Cell placement:
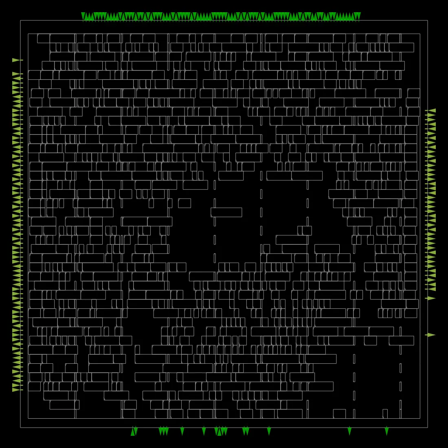
Nets reached from selected ports:
Scale: 4 px per um.
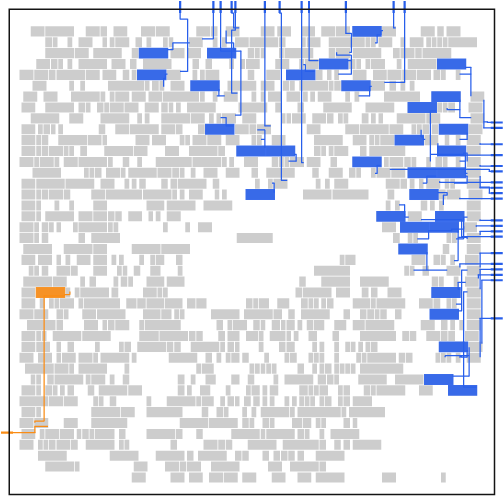
## src/rtl/req_master_pkg.sv

```systemverilog
// Shared types and constants for the Q/P request initiator.
// The response holding register keeps RSP_DW data bits; the top's DW must not exceed it.
package req_master_pkg;

  typedef enum logic [1:0] {
    ST_IDLE = 2'd0,
    ST_REQ  = 2'd1,
    ST_RSP  = 2'd2,
    ST_DONE = 2'd3
  } state_e;

  localparam int LAT_W = 16;
  localparam logic [LAT_W-1:0] LAT_SAT = 16'hFFFF;
  localparam int RSP_DW = 32;

  typedef struct packed {
    logic [RSP_DW-1:0] data;
    logic              err;
    logic [LAT_W-1:0]  lat;
  } rsp_t;

  function automatic logic [LAT_W-1:0] sat_inc(input logic [LAT_W-1:0] v);
    logic [LAT_W-1:0] r;
    if (v == LAT_SAT) begin
      r = v;
    end else begin
      r = v + 16'd1;
    end
    return r;
  endfunction

endpackage

```

## src/rtl/req_master_lat_cnt.sv

```systemverilog
// Saturating latency counter with clear/enable; tc flags that the next count hits TC_VALUE.
module req_master_lat_cnt
  import req_master_pkg::*;
#(
  parameter int TC_VALUE = 64
) (
  input  logic             clk,
  input  logic             rst,
  input  logic             clr,
  input  logic             en,
  output logic [LAT_W-1:0] cnt_inc,
  output logic             tc
);

  localparam logic [LAT_W-1:0] TC_C = LAT_W'(TC_VALUE);

  logic [LAT_W-1:0] cnt_r;

  // incremented value and terminal-count decode
  always_comb begin
    cnt_inc = sat_inc(cnt_r);
    tc      = (cnt_inc == TC_C);
  end

  // count register
  always_ff @(posedge clk) begin
    if (rst) begin
      cnt_r <= '0;
    end else if (clr) begin
      cnt_r <= '0;
    end else if (en) begin
      cnt_r <= cnt_inc;
    end else begin
      cnt_r <= cnt_r;
    end
  end

endmodule

```

## src/rtl/req_master.sv

```systemverilog
// Q/P handshake initiator: one outstanding command, response held until the user accepts it.
// Optional abort on response timeout is enabled by defining REQ_MASTER_TIMEOUT_EN.
module req_master
  import req_master_pkg::*;
#(
  parameter int AW             = 32,
  parameter int DW             = 32,
  parameter int TIMEOUT_CYCLES = 64
) (
  input  logic             CLK,
  input  logic             RST,
  input  logic             CMD_VALID,
  output logic             CMD_READY,
  input  logic [AW-1:0]    CMD_ADDR,
  input  logic [DW-1:0]    CMD_WDATA,
  output logic             RSP_VALID,
  input  logic             RSP_READY,
  output logic [DW-1:0]    RSP_DATA,
  output logic             RSP_ERR,
  output logic [LAT_W-1:0] RSP_LAT,
  output logic             QVALID,
  output logic [AW-1:0]    QADDR,
  output logic [DW-1:0]    QWDATA,
  input  logic             QREADY,
  input  logic             PVALID,
  input  logic [DW-1:0]    PDATA,
  output logic             SPURIOUS
);

`ifdef REQ_MASTER_TIMEOUT_EN
  localparam logic TIMEOUT_EN_C = 1'b1;
`else
  localparam logic TIMEOUT_EN_C = 1'b0;
`endif

  state_e           state_r, state_nx_s;
  rsp_t             rsp_r, rsp_nx_s;
  logic [AW-1:0]    qaddr_r;
  logic [DW-1:0]    qwdata_r;
  logic             spurious_r;
  logic             accept_s, cnt_clr_s, cnt_en_s, spur_set_s;
  logic             tc_s, timeout_s;
  logic [LAT_W-1:0] cnt_inc_s;

  req_master_lat_cnt #(.TC_VALUE(TIMEOUT_CYCLES)) u_lat_cnt (
    .clk     (CLK),
    .rst     (RST),
    .clr     (cnt_clr_s),
    .en      (cnt_en_s),
    .cnt_inc (cnt_inc_s),
    .tc      (tc_s)
  );

  assign timeout_s = TIMEOUT_EN_C & tc_s;

  // next-state, counter control and response capture
  always_comb begin
    state_nx_s = state_r;
    rsp_nx_s   = rsp_r;
    accept_s   = 1'b0;
    cnt_clr_s  = 1'b0;
    cnt_en_s   = 1'b0;
    case (state_r)
      ST_IDLE: begin
        if (CMD_VALID) begin
          accept_s     = 1'b1;
          cnt_clr_s    = 1'b1;
          rsp_nx_s.lat = '0;
          state_nx_s   = ST_REQ;
        end else begin
          state_nx_s = ST_IDLE;
        end
      end
      ST_REQ: begin
        cnt_en_s = 1'b1;
        if (QREADY && PVALID) begin
          rsp_nx_s   = '{data: RSP_DW'(PDATA), err: 1'b0, lat: cnt_inc_s};
          state_nx_s = ST_DONE;
        end else if (QREADY) begin
          state_nx_s = ST_RSP;
        end else if (timeout_s) begin
          rsp_nx_s   = '{data: '0, err: 1'b1, lat: cnt_inc_s};
          state_nx_s = ST_DONE;
        end else begin
          state_nx_s = ST_REQ;
        end
      end
      ST_RSP: begin
        cnt_en_s = 1'b1;
        // a response on the timeout edge still counts as a normal completion
        if (PVALID) begin
          rsp_nx_s   = '{data: RSP_DW'(PDATA), err: 1'b0, lat: cnt_inc_s};
          state_nx_s = ST_DONE;
        end else if (timeout_s) begin
          rsp_nx_s   = '{data: '0, err: 1'b1, lat: cnt_inc_s};
          state_nx_s = ST_DONE;
        end else begin
          state_nx_s = ST_RSP;
        end
      end
      ST_DONE: begin
        if (RSP_READY) begin
          state_nx_s = ST_IDLE;
        end else begin
          state_nx_s = ST_DONE;
        end
      end
      default: begin
        state_nx_s = ST_IDLE;
      end
    endcase
  end

  // unexpected response strobe detection
  always_comb begin
    spur_set_s = 1'b0;
    if (PVALID) begin
      spur_set_s = (state_r == ST_IDLE) || (state_r == ST_DONE) ||
                   ((state_r == ST_REQ) && !QREADY);
    end else begin
      spur_set_s = 1'b0;
    end
  end

  // state, request and response registers
  always_ff @(posedge CLK) begin
    if (RST) begin
      state_r    <= ST_IDLE;
      rsp_r      <= '0;
      qaddr_r    <= '0;
      qwdata_r   <= '0;
      spurious_r <= 1'b0;
    end else begin
      state_r <= state_nx_s;
      rsp_r   <= rsp_nx_s;
      if (accept_s) begin
        qaddr_r  <= CMD_ADDR;
        qwdata_r <= CMD_WDATA;
      end
      if (spur_set_s) begin
        spurious_r <= 1'b1;
      end
    end
  end

  assign CMD_READY = (state_r == ST_IDLE);
  assign QVALID    = (state_r == ST_REQ);
  assign RSP_VALID = (state_r == ST_DONE);
  assign QADDR     = qaddr_r;
  assign QWDATA    = qwdata_r;
  assign RSP_DATA  = DW'(rsp_r.data);
  assign RSP_ERR   = rsp_r.err;
  assign RSP_LAT   = rsp_r.lat;
  assign SPURIOUS  = spurious_r;

endmodule

```

## config.mk

```make
export PLATFORM = sky130hd
export DESIGN_NAME = req_master
export DESIGN_NICKNAME = d
export VERILOG_FILES = /design/src/rtl/req_master_pkg.sv /design/src/rtl/req_master_lat_cnt.sv /design/src/rtl/req_master.sv
export SDC_FILE = /design/constraint.sdc
export NUM_CORES = 1
export LEC_CHECK = 0
export ABC_AREA = 1
export CAP_MARGIN = 25
export CORE_MARGIN = 2
export CORE_UTILIZATION = 37
export CTS_CLUSTER_DIAMETER = 30
export DETAILED_ROUTE_END_ITERATION = 10
export MAX_ROUTING_LAYER = met4
export PLACE_DENSITY = 0.72
export SETUP_SLACK_MARGIN = 0.5
export SLEW_MARGIN = 5
export SYNTH_ARGS = -nofsm -noshare
export SYNTH_HDL_FRONTEND = slang
export SYNTH_SLANG_ARGS = --single-unit
```

## constraint.sdc

```tcl
create_clock -name CLK -period 4.8 [get_ports CLK]
set_input_delay 0.96 -clock CLK [delete_from_list [all_inputs] [get_ports CLK]]
set_output_delay 0.96 -clock CLK [all_outputs]
set_load 0.03 [all_outputs]
```

==> notes.md <==
impl run done, here's what came out: GRT met1 Usage 25.60%, fin. max-slew vios 0, DR DRC count 0, Fin Clk Skew 0.004939 ns, Post-Syn Area per Cell 7.541 um2, YS warnings 0, top cells by count nor2_1, dfxtp_1, o21ai_0, nand2_1, a21oi_1, Synth top cell by count nor2_1, Post-synth ARST share 0%, Top cell excl fill/tap clkdlybuf4s50_1, # setup viols final 0, Total Neg Setup Slack 0 ns, worst hold endpoint QADDR[3]$_SDFFE_PP0P_, DR vias 4958, crit path cell chain inv_1 -> ha_1 -> clkdlybuf4s50_1, CP startpoint state_r[0]$_SDFF_PP0_, Top non-seq family simple AND/OR/NAND/NOR gates, setup ws final 2.010 ns, post-CTS setup buffer count 0, Design Area, Final 0.007889 mm2, Final #Nets 983, largest net degree at the start of global routing 88, Post-DP HPWL 10.04 mm, distinct cell type count after synthesis 28, Tcrit/Tclk final 58.13%, f_max 358.4 MHz, initial drt markers 283, CP Capture Point CMD_READY, Post-synth EDFFs 0, run status complete, no violations, crit path max fanout 4, R2R Path Start state_r[0]$_SDFF_PP0_, grt ovf 0, total core area 0.01330 mm2, fp util 38.06%, start point of the worst hold path QADDR[3]$_SDFFE_PP0P_, Synth Area in Adders 1.731%, routed length per instance 13.82 um, Worst Hold Path Cells 2, vias in the first global route 4619, Worst Hold Class flop to flop, Startpoint Class flop, CTS Root Cell clkbuf_16, highest metal used met4, Final min period 2.790 ns, FF-to-FF setup slack 2.24 ns, GRT met2 Usage 31.07%, die height 120.9 um, P&R area growth vs syn 55.91%, fraction of layout cells with a size suffix above 1 5.204%, Pleak 0.003158 uW, Mapped Area 0.005060 mm2, CTS Sinks 131, H-tree Lvls 4, max-cap viol count 0, antenna cells 0, # resized after CTS 0, Final Hold Fails 0, yosys stat area 0.005060 mm2, Max VDD drop 225.0 uV, global-route usage over all layers 20.76%, Yosys Instances 671, worst endpoint data arrival time 1.83 ns, XOR/XNOR share of the synthesized area 1.212%, Worst Hold Slack 0.4756 ns, post-synthesis register bit count 131, Fillers 1216, ao+oa area frac 15.95%, dpl cell area 0.007330 mm2, CTS tree done, clock transition at the registers of the reported paths 0.05 ns, met2 wire len 6.656 mm, first-pass GRT wire length 23.03 mm, routed wl met3 1.018 mm, GP Congestion 0.8553, worst skew pair latency 0.41 ns, crit end category output port, pre-CTS WS 1.876 ns, top area contributor share 51.83%, TritonCTS Buffers 17, Power Dens Cells 400.6 mW/mm2, main flop type dfxtp_1, RR Endpoint RSP_DATA[7]$_SDFFE_PP0P_, CP delay by family, top buffers and inverters, most common logic cells in the final layout clkdlybuf4s50_1, nor2_1, dfxtp_1, worst path bufs/invs 2, Bufs on Longest Clock Path 2, Synth Seq Share 51.83%, final WL 14.65 mm, CTS Hold Bufs 0, Crit. path cell count 3, slowest cell on the critical path clkdlybuf4s50_1, Slew @ Worst Pin 0.7548 ns, routed vias/inst 4.677, mux share 0%, DRT Pass-1 Iters 4, simple share 23.86%, placed insts 1031, synthesized instance count 671, CP max stage delay 0.71 ns, Top area cell types dfxtp_1, nor2_1, o21ai_0, RSZ-0062 raised after global routing false, met1 WL 6.631 mm, fin cells 1060, Yosys top cell by area dfxtp_1, Routed Antenna Nets 0, critical path class flop to output port, critical path required time 3.84 ns, met3 Usage GRT 6.673%, initial antenna violation count 0, DIE WIDTH 120.9 um, overall power 3160 uW, OpenROAD warnings 31, post-synthesis net count 780, worst-case reg-to-reg path depth 8, Chip Area 0.01463 mm2, GR peak layer met2, Relative slew margins 49.68%
## Picture notes: 'cell placement'
Row Count: 42
Core Util, Final: 59.34%
Tap Cells: 176

## Picture notes: 'nets reached from selected ports'
| port | color | bits | direction | edge | end cells | buffers | wire |
|---|---|---|---|---|---|---|---|
| `SPURIOUS` | orange | 1 | output | left | 1 | 1 | 51.9 um |
| `QADDR` | blue | 32 | output | 20 right, 12 top | 32 | 32 | 711 um |
I/O Pins: 219
IO buf count: 217

layout make-up:
type	instances	area [um2]	area share [%]
clock buffer	24	481.7	6.106
clock inverter	5	77.57	0.9833
inverter	28	107.6	1.364
multi-input combinational	474	2170	27.50
sequential	131	2623	33.24
tap	176	220.2	2.791
timing repair buffer	222	2210	28.01
sequential cells by signal (all words and copies together) (netlist names):
| name | flops |
|---|---|
| RSP_DATA | 32 |
| SPURIOUS | 1 |
| QADDR | 32 |
| QWDATA | 32 |
| state_r | 2 |
| u_lat_cnt.cnt_r | 16 |
| RSP_LAT | 16 |
report_power, final:
part	total, uW	leakage (uW)	switching, uW	internal, uW
Sequential	1230	0.00108	47.8	1190
Clock	1230	0.000272	440	795
Combinational	692	0.00181	400	292
Total	3160	0.00316	887	2270
No activity file was given, so power comes from the tool's default toggle rates.
